**src/rtl/jogo_sequencia_param.sv**
```systemverilog
// jogo_sequencia_param: parametrised sequence-memory game core.
// Grows a random sequence one element per round, replays it on N one-hot
// LEDs and checks the player's repetition with a per-press timeout.
// Optional feature macro JOGO_MODO2_EN: the player records each new element
// (state GRAVA) instead of the LFSR supplying it.
module jogo_sequencia_param #(
  parameter int N         = 4,
  parameter int DEPTH     = 16,
  parameter int T_SHOW    = 500,
  parameter int T_TIMEOUT = 5000,
  localparam int W        = $clog2(N),
  localparam int RW       = $clog2(DEPTH)
) (
  input  logic          clock,
  input  logic          reset,
  input  logic          iniciar,
  input  logic [N-1:0]  botoes,
  input  logic          nivel,
  output logic [N-1:0]  leds,
  output logic          vez_jogador,
  output logic          ganhou,
  output logic          perdeu,
  output logic          timeout,
  output logic          pronto,
  output logic [RW-1:0] rodada,
  output logic [4:0]    db_estado
);

  localparam int T_MAX = (T_SHOW > T_TIMEOUT) ? T_SHOW : T_TIMEOUT;
  localparam int TW    = (T_MAX > 1) ? $clog2(T_MAX) : 1;

  typedef enum logic [4:0] {
    INICIAL  = 5'd0,
    PREPARA  = 5'd1,
    MOSTRA   = 5'd2,
    APAGA    = 5'd3,
    ESPERA   = 5'd4,
    REGISTRA = 5'd5,
    COMPARA  = 5'd6,
    SOLTA    = 5'd7,
    PROXIMA  = 5'd8,
    GANHOU   = 5'd9,
    PERDEU   = 5'd10,
    GRAVA    = 5'd11
  } estado_t;

  estado_t estado, estado_prox;

  logic [15:0]   lfsr;
  logic          lfsr_fb;
  logic [TW-1:0] contador, contador_prox;
  logic [RW-1:0] addr, addr_prox, rodada_prox, ultima, fim_exib;
  logic          nivel_r, nivel_prox;
  logic [N-1:0]  jogada, jogada_prox, botoes_ant;
  logic          timeout_prox, pronto_prox;

  logic [W-1:0]  ram [DEPTH];
  logic          ram_we;
  logic [RW-1:0] ram_wa;
  logic [W-1:0]  ram_wd;

  logic [W-1:0]  esperado;
  logic [N-1:0]  esperado_oh;
  logic          show_fim, tempo_fim, aperto, acerto;

  assign lfsr_fb     = lfsr[15] ^ lfsr[13] ^ lfsr[12] ^ lfsr[10];
  assign esperado    = ram[addr];
  assign esperado_oh = N'(1) << esperado;
  assign show_fim    = (contador == TW'(T_SHOW - 1));
  assign tempo_fim   = (contador == TW'(T_TIMEOUT - 1));
  assign aperto      = (botoes != '0) && (botoes_ant == '0);
  assign acerto      = (jogada == esperado_oh);
  assign ultima      = nivel_r ? RW'(DEPTH - 1) : RW'(DEPTH / 2 - 1);

`ifdef JOGO_MODO2_EN
  // Round r only replays the r elements already recorded, so display stops one short.
  assign fim_exib = rodada - RW'(1);

  logic [W-1:0] jogada_idx;
  logic         jogada_unica;

  // One-hot to index encoder for the recorded press
  always_comb begin
    jogada_idx = '0;
    for (int unsigned i = 0; i < N; i++) begin
      if (jogada[i]) jogada_idx = W'(i);
    end
  end

  assign jogada_unica = (jogada != '0) && ((jogada & (jogada - N'(1))) == '0);
`else
  assign fim_exib = rodada;
`endif

  assign ganhou    = (estado == GANHOU);
  assign perdeu    = (estado == PERDEU);
  assign db_estado = estado;

  // Next-state, datapath next values and combinational outputs
  always_comb begin
    estado_prox   = estado;
    contador_prox = '0;
    addr_prox     = addr;
    rodada_prox   = rodada;
    nivel_prox    = nivel_r;
    jogada_prox   = jogada;
    timeout_prox  = timeout;
    ram_we        = 1'b0;
    ram_wa        = addr;
    ram_wd        = lfsr[W-1:0];
    leds          = '0;
    vez_jogador   = 1'b0;
    case (estado)
      INICIAL, GANHOU, PERDEU: begin
        if (iniciar) begin
          estado_prox  = PREPARA;
          timeout_prox = 1'b0;
        end
      end
      PREPARA: begin
        nivel_prox  = nivel;
        rodada_prox = '0;
        addr_prox   = '0;
`ifdef JOGO_MODO2_EN
        estado_prox = ESPERA;
`else
        ram_we      = 1'b1;
        ram_wa      = '0;
        estado_prox = MOSTRA;
`endif
      end
      MOSTRA: begin
        leds = esperado_oh;
        if (show_fim) estado_prox = APAGA;
        else          contador_prox = contador + TW'(1);
      end
      APAGA: begin
        if (show_fim) begin
          if (addr == fim_exib) begin
            addr_prox   = '0;
            estado_prox = ESPERA;
          end else begin
            addr_prox   = addr + RW'(1);
            estado_prox = MOSTRA;
          end
        end else begin
          contador_prox = contador + TW'(1);
        end
      end
      ESPERA: begin
        leds          = botoes;
        vez_jogador   = 1'b1;
        contador_prox = contador + TW'(1);
        if (aperto) begin
          estado_prox = REGISTRA;
        end else if (tempo_fim) begin
          estado_prox  = PERDEU;
          timeout_prox = 1'b1;
        end
      end
      REGISTRA: begin
        jogada_prox = botoes;
`ifdef JOGO_MODO2_EN
        estado_prox = (addr == rodada) ? GRAVA : COMPARA;
`else
        estado_prox = COMPARA;
`endif
      end
      COMPARA: begin
        if (!acerto) begin
          estado_prox = PERDEU;
        end else if (addr != rodada) begin
          addr_prox   = addr + RW'(1);
          estado_prox = SOLTA;
        end else if (rodada == ultima) begin
          estado_prox = GANHOU;
        end else begin
          estado_prox = PROXIMA;
        end
      end
      // Timeout keeps counting here so the budget spans press-to-press.
      SOLTA: begin
        contador_prox = contador + TW'(1);
        if (botoes == '0) begin
          estado_prox = ESPERA;
        end else if (tempo_fim) begin
          estado_prox  = PERDEU;
          timeout_prox = 1'b1;
        end
      end
      PROXIMA: begin
        if (botoes == '0) begin
          rodada_prox = (rodada == RW'(DEPTH - 1)) ? rodada : rodada + RW'(1);
          addr_prox   = '0;
          estado_prox = MOSTRA;
`ifndef JOGO_MODO2_EN
          ram_we      = 1'b1;
          ram_wa      = rodada_prox;
`endif
        end
      end
`ifdef JOGO_MODO2_EN
      GRAVA: begin
        if (!jogada_unica) begin
          estado_prox = PERDEU;
        end else begin
          ram_we      = 1'b1;
          ram_wa      = rodada;
          ram_wd      = jogada_idx;
          estado_prox = (rodada == ultima) ? GANHOU : PROXIMA;
        end
      end
`endif
      default: estado_prox = INICIAL;
    endcase
    pronto_prox = ((estado_prox == GANHOU) || (estado_prox == PERDEU)) &&
                  !((estado == GANHOU) || (estado == PERDEU));
  end

  // FSM state register
  always_ff @(posedge clock or posedge reset) begin
    if (reset) estado <= INICIAL;
    else       estado <= estado_prox;
  end

  // Datapath registers: LFSR, shared show/timeout counter, indices and flags
  always_ff @(posedge clock or posedge reset) begin
    if (reset) begin
      lfsr       <= 16'hACE1;
      contador   <= '0;
      addr       <= '0;
      rodada     <= '0;
      nivel_r    <= 1'b0;
      jogada     <= '0;
      botoes_ant <= '0;
      timeout    <= 1'b0;
      pronto     <= 1'b0;
    end else begin
      lfsr       <= {lfsr[14:0], lfsr_fb};
      contador   <= contador_prox;
      addr       <= addr_prox;
      rodada     <= rodada_prox;
      nivel_r    <= nivel_prox;
      jogada     <= jogada_prox;
      botoes_ant <= botoes;
      timeout    <= timeout_prox;
      pronto     <= pronto_prox;
    end
  end

  // Sequence memory: synchronous write, asynchronous read, never cleared
  always_ff @(posedge clock) begin
    if (ram_we) ram[ram_wa] <= ram_wd;
  end

endmodule

```
**config.mk**
```make
export PLATFORM = sky130hd
export DESIGN_NAME = jogo_sequencia_param
export DESIGN_NICKNAME = d
export VERILOG_FILES = /design/src/rtl/jogo_sequencia_param.sv
export SDC_FILE = /design/constraint.sdc
export NUM_CORES = 1
export LEC_CHECK = 0
export CAP_MARGIN = 20
export CORE_AREA = 2 2 85 87
export CTS_CLUSTER_DIAMETER = 80
export DETAILED_ROUTE_END_ITERATION = 8
export DIE_AREA = 0 0 87 89
export PLACE_DENSITY = 0.8
export SLEW_MARGIN = 20
export SYNTH_ARGS = -nofsm -noshare
export SYNTH_HDL_FRONTEND = slang
export SYNTH_SLANG_ARGS = --single-unit
export TNS_END_PERCENT = 1
```
**constraint.sdc**
```tcl
create_clock -name clock -period 6.8 [get_ports clock]
set_input_delay 1.36 -clock clock [delete_from_list [all_inputs] [get_ports clock]]
set_output_delay 1.36 -clock clock [all_outputs]
set_load 0.02 [all_outputs]
```
==> flow_summary.toml <==
# generated from flow reports
[clocking]
clock_sinks = 85
cts_buffers = 9
clk_pin_slew_ns = 0.09
cts_hold_buffers = 0
post-cts-setup-buffer-count = 0
clk_latency_ns = 0.36

[logic_synthesis]
ys_chip_area_um2 = 4016
yosysWarnings = 0
yosysCellCount = 346
avgSynthCellArea_um2 = 11.61
fp_nets = 357
async_reset_ff_share_pct = 62.35
synth_cell_types = 57
synth_seq_share_pct = 57.20
synthCells = 346
synth-edff-count = 32
area_leaders = "dfrtp_1 28%, edfxtp_1 24%, dfstp_2 5.2%"

[floorplanning]
die_area_um2 = 7743
fp_util_pct = 59.78
core_area_um2 = 6719
rows = 30
die_h_um = 89

[route]
drc_errors = 0
drtIter0Drc = 297
wl_um = 7848
drtPass1Iterations = 7
wl_met2_um = 3684
dr_total_vias = 2792
met3_wirelength_um = 478

[setup_path]
cp.required_ns = 5.44
regToRegSetupSlack_ns = 3.65
cpMostUsedCell = "mux4_2"
crit_fanout = 14
r2r-start = "addr[2]"
worstSetupPathType = "flop to output port"
timing.rr.end = "addr[0]"
r2r_cells = 7

[min_path]
hold_end = "lfsr[9]"
hold_path_depth = 0
hp-class = "flop to flop"

[layout]
final_layout_size_suffix_gt1_share_pct = 12.63
fin_nets = 378
combGateArea_um2 = 1622
fillers = 481
layout_top_cell = "nor2_1"

[global_route]
overflow = 0
grt_antenna_before_repair = 0
gr-usage-all-layers_pct = 21.64

[run]
log.warning_count = 26

[timing]
finalSetupTns_ns = 0
max_slew_margin_pct = 33.72
fin_crit_sh_pct = 65.82
setup_viol = 0
worst_slew_pin_slew_ns = 0.9941

[power]
power.total_uw = 1089

[placed_design]
gp_congestion = 0.8823

[outcome]
run_status = "finished, final reports clean"
## critical path, delay by kind of cell, from the launching register on
family	cells	cell delay, ns
AOI/OAI and AO/OA	1	0.13
DFF	1	0.71
muxes	2	1.18
buffers and inverters	2	0.73
## kinds of logic after synthesis
family / after synthesis / share of synthesized area (%)
mux: 16 / 6.947
flops: 85 / 57.20
fa+ha+maj: 3 / 0.9347
simple gates: 142 / 18.66
buf+inv: 24 / 2.430
xor+xnor: 22 / 4.798
compound gates: 53 / 8.941
other cells: 1 / 0.09337
## where the power goes
part           switching (uW)  internal, uW  total [uW]
registers                37.2           545         582
logic                    97.3          72.3         170
clock network             196           141         337
total                     331           758        1090
## area by class of cell
type	count	area share (%)
flip-flops and latches	85	51.14
multi-input cells	237	36.10
repair buffers	26	5.738
clock buffers	9	2.758
well taps	80	2.228
clock inverters	7	1.365
inverters	8	0.6685
## cells in the mapped netlist, types with 5 or more instances
library cell	number
a21oi_1	7
mux2_2	5
nand2_1	24
xor2_1	13
dfrtp_1	45
nand3_1	14
clkbuf_1	15
xnor2_1	9
inv_1	8
edfxtp_1	32
nor2_1	50
dfstp_2	8
o21ai_0	10
nor3_1	6
mux4_2	9
o211ai_1	5
## through the flow
step	instances	hold WS, ns	utilization (%)	area [um^2]
finish	452	0.3615	66.85	4492
global route	452	0.3682	66.85	4492
CTS	452	0.3640	66.85	4492
detailed placement	436	0.3384	64.10	4307
global placement	436	0.3384	64.10	4307
floorplan	346	0.3312	-	4016
## flip-flops by register name (all words and copies together) (netlist names)
name,cells
addr,4
botoes_ant,4
contador,13
db_estado,5
jogada,4
lfsr,16
nivel_r,1
pronto,1
ram,32
rodada,4
timeout,1
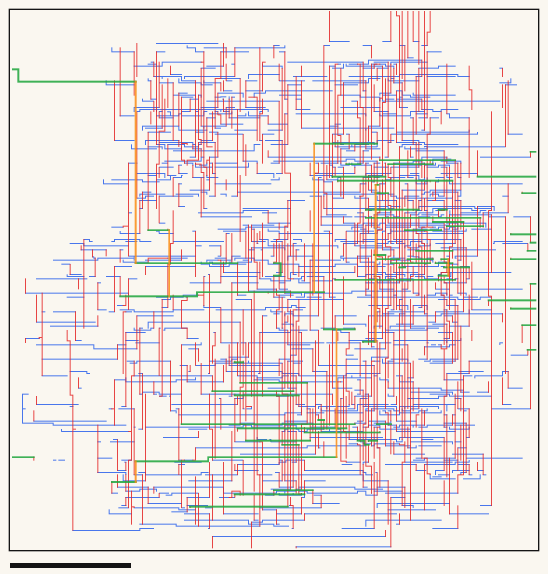
metal_stack.png
Scale bar: 20 um.
legend:
  red:
    layer: met2
    wire_length: 3680 um
  green:
    layer: met3
    wire_length: 479 um
  blue:
    layer: met1
    wire_length: 3570 um
  orange:
    layer: met4
    wire_length: 118 um

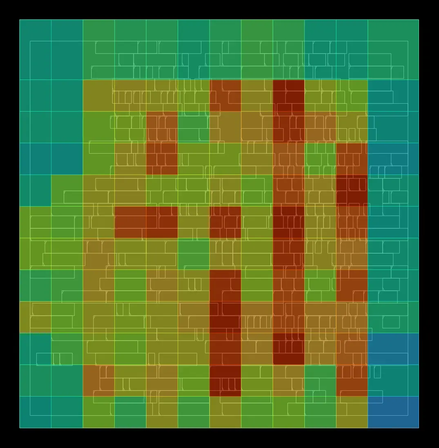
final_congestion.png
GRT busiest layer: met2
GR Layer Usage met1: 29.59%

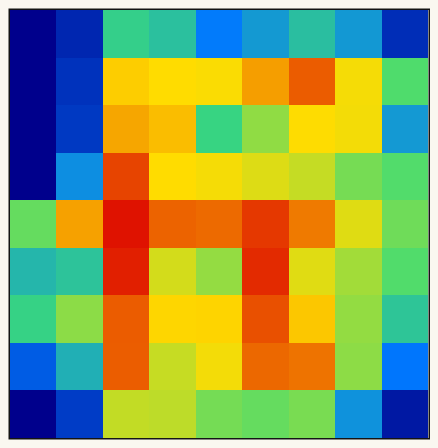
density.png
9 x 9 tiles, from dark blue (low) to red (high), 0 to 100% covered.
densest ninth of the die: center
emptiest ninth of the die: north-west
tiles over 75% full: 27%
mean over tiles: 57%
nearly empty tiles: 6.2%
fullest tile: 98%

Power is estimated from default activity; no workload was simulated.
